$ cat src/rtl/motor_step_decoder.sv
// Step/direction decoder: synchronizes step_in/dir_in and tracks a signed position.
// It also checks setup, pulse-width and gap timing, with one-cycle and sticky error reporting.
module motor_step_decoder #(
  parameter int X_BITS = 24
) (
  input  logic                     clk,
  input  logic                     reset,
  input  logic                     step_in,
  input  logic                     dir_in,
  input  logic                     invert_dir,
  input  logic [31:0]              setup_n,
  input  logic [31:0]              pulse_n,
  input  logic [31:0]              gap_n,
  output logic                     step_stb,
  output logic                     step_dir,
  output logic                     err_setup,
  output logic                     err_pulse,
  output logic                     err_gap,
  output logic [2:0]               err_flags,
  input  logic                     clr_err,
  input  logic                     set_x,
  input  logic signed [X_BITS-1:0] x_val,
  output logic signed [X_BITS-1:0] x,
  input  logic                     hold,
  output logic signed [X_BITS-1:0] x_hold
);

  typedef enum logic {
    ST_LOW  = 1'b0,
    ST_HIGH = 1'b1
  } state_t;

  localparam int CHK_SETUP = 0;
  localparam int CHK_PULSE = 1;
  localparam int CHK_GAP   = 2;

  state_t state_q, state_d;

  // Bit 0 = s1, bit 1 = s2, bit 2 = s3.
  logic [2:0] step_sync_q;
  logic [2:0] dir_sync_q;
  // Marks which synchronizer stages hold a genuine sample rather than a reset value.
  logic [2:0] sync_vld_q;

  logic [15:0] dir_age_q, dir_age_d;
  logic [15:0] high_cnt_q, high_cnt_d;
  logic [15:0] low_cnt_q, low_cnt_d;

  logic signed [X_BITS-1:0] x_q, x_d;
  logic signed [X_BITS-1:0] x_hold_q, x_hold_d;

  logic       step_stb_q, step_stb_d;
  logic       step_dir_q, step_dir_d;
  logic [2:0] err_q, err_d;
  logic [2:0] err_flags_q, err_flags_d;

  logic        rise;
  logic        fall;
  logic        dir_chg;
  logic        dir_dec;
  logic [15:0] age_eff;

  logic [15:0] chk_val [3];
  logic [15:0] chk_thr [3];
  logic [2:0]  chk_short;

  logic unused_hi_bits;
  assign unused_hi_bits = ^{setup_n[31:16], pulse_n[31:16], gap_n[31:16]};

  function automatic logic [15:0] sat_inc(input logic [15:0] v);
    return (v == 16'hFFFF) ? v : v + 16'd1;
  endfunction

  // Edges are only trusted once s3 holds a real sample, so a line already
  // high when reset is released does not look like a fresh rise.
  assign rise    = sync_vld_q[2] & step_sync_q[1] & ~step_sync_q[2] & (state_q == ST_LOW);
  assign fall    = sync_vld_q[2] & ~step_sync_q[1] & step_sync_q[2] & (state_q == ST_HIGH);
  assign dir_chg = sync_vld_q[2] & (dir_sync_q[1] ^ dir_sync_q[2]);
  assign dir_dec = dir_sync_q[1] ^ invert_dir;
  assign age_eff = dir_chg ? 16'd0 : dir_age_q;

  assign chk_val[CHK_SETUP] = age_eff;
  assign chk_val[CHK_PULSE] = high_cnt_q;
  assign chk_val[CHK_GAP]   = low_cnt_q;
  assign chk_thr[CHK_SETUP] = setup_n[15:0];
  assign chk_thr[CHK_PULSE] = pulse_n[15:0];
  assign chk_thr[CHK_GAP]   = gap_n[15:0];

  // A zero threshold disables its check.
  for (genvar gi = 0; gi < 3; gi++) begin : g_chk
    assign chk_short[gi] = (chk_thr[gi] != 16'd0) && (chk_val[gi] < chk_thr[gi]);
  end

  always_comb begin
    state_d = state_q;
    case (state_q)
      ST_LOW:  if (rise) state_d = ST_HIGH;
      ST_HIGH: if (fall) state_d = ST_LOW;
      default: state_d = ST_LOW;
    endcase
  end

  always_comb begin
    dir_age_d  = dir_chg ? 16'd0 : sat_inc(dir_age_q);

    high_cnt_d = high_cnt_q;
    if (rise) begin
      high_cnt_d = 16'd1;
    end else if (state_q == ST_HIGH) begin
      high_cnt_d = sat_inc(high_cnt_q);
    end

    low_cnt_d = low_cnt_q;
    if (fall) begin
      low_cnt_d = 16'd1;
    end else if (state_q == ST_LOW) begin
      low_cnt_d = sat_inc(low_cnt_q);
    end

    x_d = x_q;
    if (set_x) begin
      x_d = x_val;
    end else if (rise) begin
      x_d = dir_dec ? x_q - X_BITS'(1) : x_q + X_BITS'(1);
    end

    x_hold_d   = hold ? x_q : x_hold_q;
    step_stb_d = rise;
    step_dir_d = dir_dec;

    // Direction must stay put for the whole high phase, so a change there is a setup fault.
    err_d[CHK_SETUP] = (rise & chk_short[CHK_SETUP]) | ((state_q == ST_HIGH) & dir_chg);
    err_d[CHK_PULSE] = fall & chk_short[CHK_PULSE];
    err_d[CHK_GAP]   = rise & chk_short[CHK_GAP];

    err_flags_d = (clr_err ? 3'b000 : err_flags_q) | err_d;
  end

  always_ff @(posedge clk) begin
    if (reset) begin
      state_q     <= ST_LOW;
      step_sync_q <= 3'b000;
      dir_sync_q  <= 3'b000;
      sync_vld_q  <= 3'b000;
      dir_age_q   <= 16'hFFFF;
      high_cnt_q  <= 16'd0;
      low_cnt_q   <= 16'hFFFF;
      x_q         <= '0;
      x_hold_q    <= '0;
      step_stb_q  <= 1'b0;
      step_dir_q  <= 1'b0;
      err_q       <= 3'b000;
      err_flags_q <= 3'b000;
    end else begin
      state_q     <= state_d;
      step_sync_q <= {step_sync_q[1:0], step_in};
      dir_sync_q  <= {dir_sync_q[1:0], dir_in};
      sync_vld_q  <= {sync_vld_q[1:0], 1'b1};
      dir_age_q   <= dir_age_d;
      high_cnt_q  <= high_cnt_d;
      low_cnt_q   <= low_cnt_d;
      x_q         <= x_d;
      x_hold_q    <= x_hold_d;
      step_stb_q  <= step_stb_d;
      step_dir_q  <= step_dir_d;
      err_q       <= err_d;
      err_flags_q <= err_flags_d;
    end
  end

  assign step_stb  = step_stb_q;
  assign step_dir  = step_dir_q;
  assign err_setup = err_q[CHK_SETUP];
  assign err_pulse = err_q[CHK_PULSE];
  assign err_gap   = err_q[CHK_GAP];
  assign err_flags = err_flags_q;
  assign x         = x_q;
  assign x_hold    = x_hold_q;

endmodule

$ cat config.mk
export PLATFORM = sky130hd
export DESIGN_NAME = motor_step_decoder
export DESIGN_NICKNAME = d
export VERILOG_FILES = /design/src/rtl/motor_step_decoder.sv
export SDC_FILE = /design/constraint.sdc
export NUM_CORES = 1
export LEC_CHECK = 0
export ABC_CLOCK_PERIOD_IN_PS = 7200
export CORE_MARGIN = 5
export CORE_UTILIZATION = 45
export DETAILED_ROUTE_END_ITERATION = 8
export HOLD_SLACK_MARGIN = 0.1
export PLACE_DENSITY_LB_ADDON = 0.2
export REMOVE_ABC_BUFFERS = 1
export SETUP_SLACK_MARGIN = 0.05
export SYNTH_ARGS = -nofsm -noshare
export SYNTH_HDL_FRONTEND = slang
export SYNTH_SLANG_ARGS = --single-unit
$ cat constraint.sdc
create_clock -name clk -period 7.2 [get_ports clk]
set_input_delay 1.08 -clock clk [delete_from_list [all_inputs] [get_ports clk]]
set_output_delay 1.08 -clock clk [all_outputs]
set_load 0.01 [all_outputs]
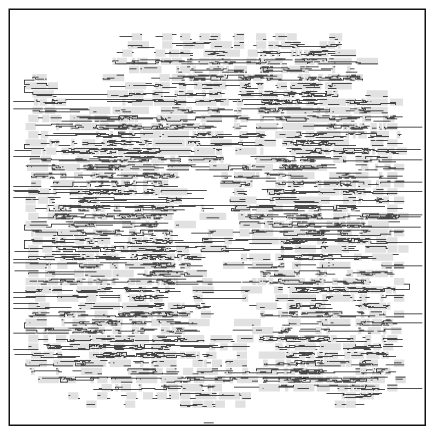
Fig. 1. The metal 1 layer.
Drawn at 3 px/um. Cells faint in the background.
longest straight run: 37.7 um
main direction: horizontal
share of all routed wire: 48%
nets with wire on the layer: 1096
met1 Resource Use GR: 26.3%
vias: 6849

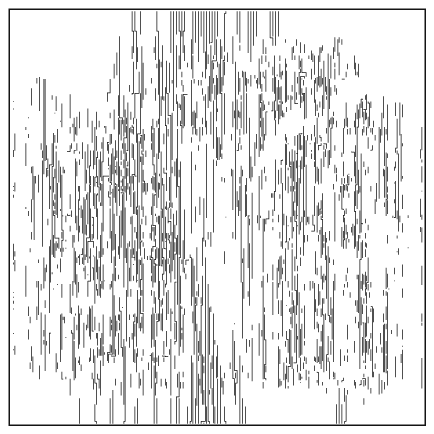
Fig. 2. The metal 2 layer.
Drawn at 3 px/um.
share of all routed wire: 47%
wire length on this layer: 9050 um
nets with wire on the layer: 955
met2 Track Usage GR: 33.9%
DRT Wirelength: 19300 um

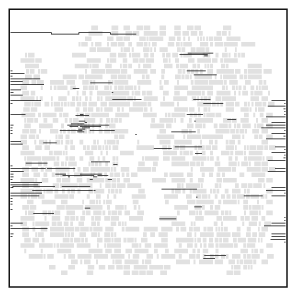
Fig. 3. The metal 3 layer.
Drawn at 2 px/um. Cells faint in the background.
main direction: horizontal
share of all routed wire: 4.6%
wire length on this layer: 887 um
grt met3 use: 4.45%

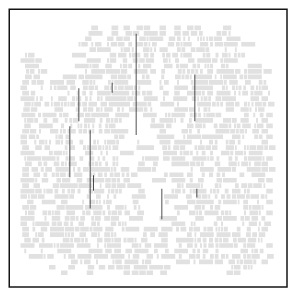
Fig. 4. Metal 4.
Drawn at 2 px/um. Cells faint in the background.
main direction: vertical
share of all routed wire: 0.96%
wire length on this layer: 185 um
nets with wire on the layer: 5

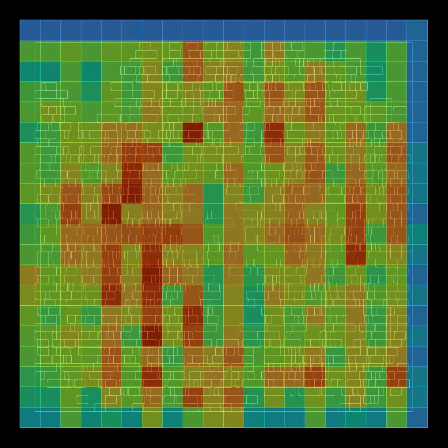
Fig. 5. Track usage over the die.
GRT Total Usage: 20.4%
WL/cell: 15.5 um

[metal layers]
layer	vias up	part of all wire, %	track usage (%)	routed length [um]
met3	20	4.6	4.45	887
met1	3139	48	26.3	9220
met4	0	0.95	6.45	184
met5	-	0	0	0
li1	3512	-	-	-
met2	178	47	33.9	9050
[state kept, by name, summed over array words and instances (netlist names)]
signal,cells
dir_age_q,16
dir_sync_q,3
err_flags,3
err_q,3
high_cnt_q,16
low_cnt_q,16
state_q,1
step_dir,1
step_stb,1
step_sync_q,3
sync_vld_q,3
x,24
x_hold,24
[worst paths after layout]
path	cells past startpoint	to	slack, ns	start
max	10	x[22]	3.32	invert_dir
min	1	step_sync_q[1]	0.43	step_sync_q[0]
max reg2reg	6	x[17]	3.89	state_q
min reg2reg	1	step_sync_q[1]	0.43	step_sync_q[0]
[worst max-delay path, stage by stage]
cell and delay, ns:
clkdlybuf4s50_1 0.50, xor2_2 0.14, buf_4 0.34, ha_1 0.36
a211oi_1 0.32, o211ai_1 0.20, a221oi_2 0.54, o41ai_2 0.18
xnor2_1 0.16, a2111oi_2 0.35
[logic make-up after synthesis]
group                      synth area share [%]
muxes                                      4.33
xor gates and xnor gates                   5.57
buffers and inverters                      5.84
DFF                                        30.9
adders and majority gates                  12.1
and+or+nand+nor                            20.4
AOI/OAI and AO/OA                          20.8
[cell type report]
| class | count | area, um^2 |
|---|---|---|
| clock buffer | 23 | 478 |
| timing repair buffer | 141 | 1390 |
| inverter | 63 | 236 |
| fill | 1490 | 6490 |
| multi-input combinational | 683 | 4700 |
| tap | 216 | 270 |
| clock inverter | 9 | 153 |
| sequential | 114 | 2280 |
==> impl_metrics.ini <==
; flow metrics
[final_timing]
max_freq_mhz = 258
setup_tns_ns = 0
finalHoldViolCount = 0
tightest_slew_ns = 0.977
rsz0062_at_grt = false
slew_headroom_pct = 34.0
fin_crit_ns = 3.88
fin_ws_ns = 3.32
slew_violations = 0

[die]
core_um2 = 16000
rows = 46
fp_util_pct = 46.2

[power_and_ir_drop]
leakagePower_nw = 4.03
comb_cell_power_uw = 806
p_sw_share_pct = 32.5
clock_power_uw = 904
p_seq_share_pct = 32.4
maxPowerGroup = the clock network
p_comb_share_pct = 31.9
ir_worst_vdd_mv = 0.179
clkPwrFrac_pct = 35.8
pg_seq_uw = 818

[synth]
flop_cell = dfxtp_1
syn_inst = 894
top_cell_area_share_pct = 30.9
top_cell = dfxtp_1
syn-cell-area_um2 = 7390
largest_area_cell = dfxtp_1
ys_cells = 894
edf_count = 0
avgSynthCellArea_um2 = 8.27
ys_seq_share_pct = 30.9

[cells_and_area]
stdcell_area_um2 = 9510
syn_to_final_growth_pct = 28.7
layout_top_cells = 134 x clkdlybuf4s50_1, 114 x dfxtp_1, 74 x o21ai_0
final_util_pct = 59.4
lay_top_count = clkdlybuf4s50_1

[cts]
cts_hold_buf = 0
cts.sinks = 114
root_buffer = clkbuf_16
cts_made_buffers = 17
cts_htree_levels = 4
cts_tree = yes
post_cts_buffers = 0
path_clk_slew_ns = 0.05

[detailed_routing]
firstDrtPassIters = 5
viasPerCell = 5.48
ant_nets = 0
route.detailed.drc = 0

[setup_path]
start_kind = primary input
critPathRequiredTime_ns = 7.51
critical_path.max_fanout = 27
crit_type = in -> reg
endpoint_kind = register

[global_route]
grt_antenna_before_repair = 0
grt_max_degree = 57
grt_pass1_vias = 6731
grt_pass1_wl_um = 33100

[place]
dp_cells = 1217
hpwl_um = 14000
place_ws_ns = 2.97
dpl_cell_area_um2 = 8880

[run]
drv_cap = 0
tool_warnings = 73

[run_status]
outcome = finished clean

[min_path]
hp-class = reg -> reg
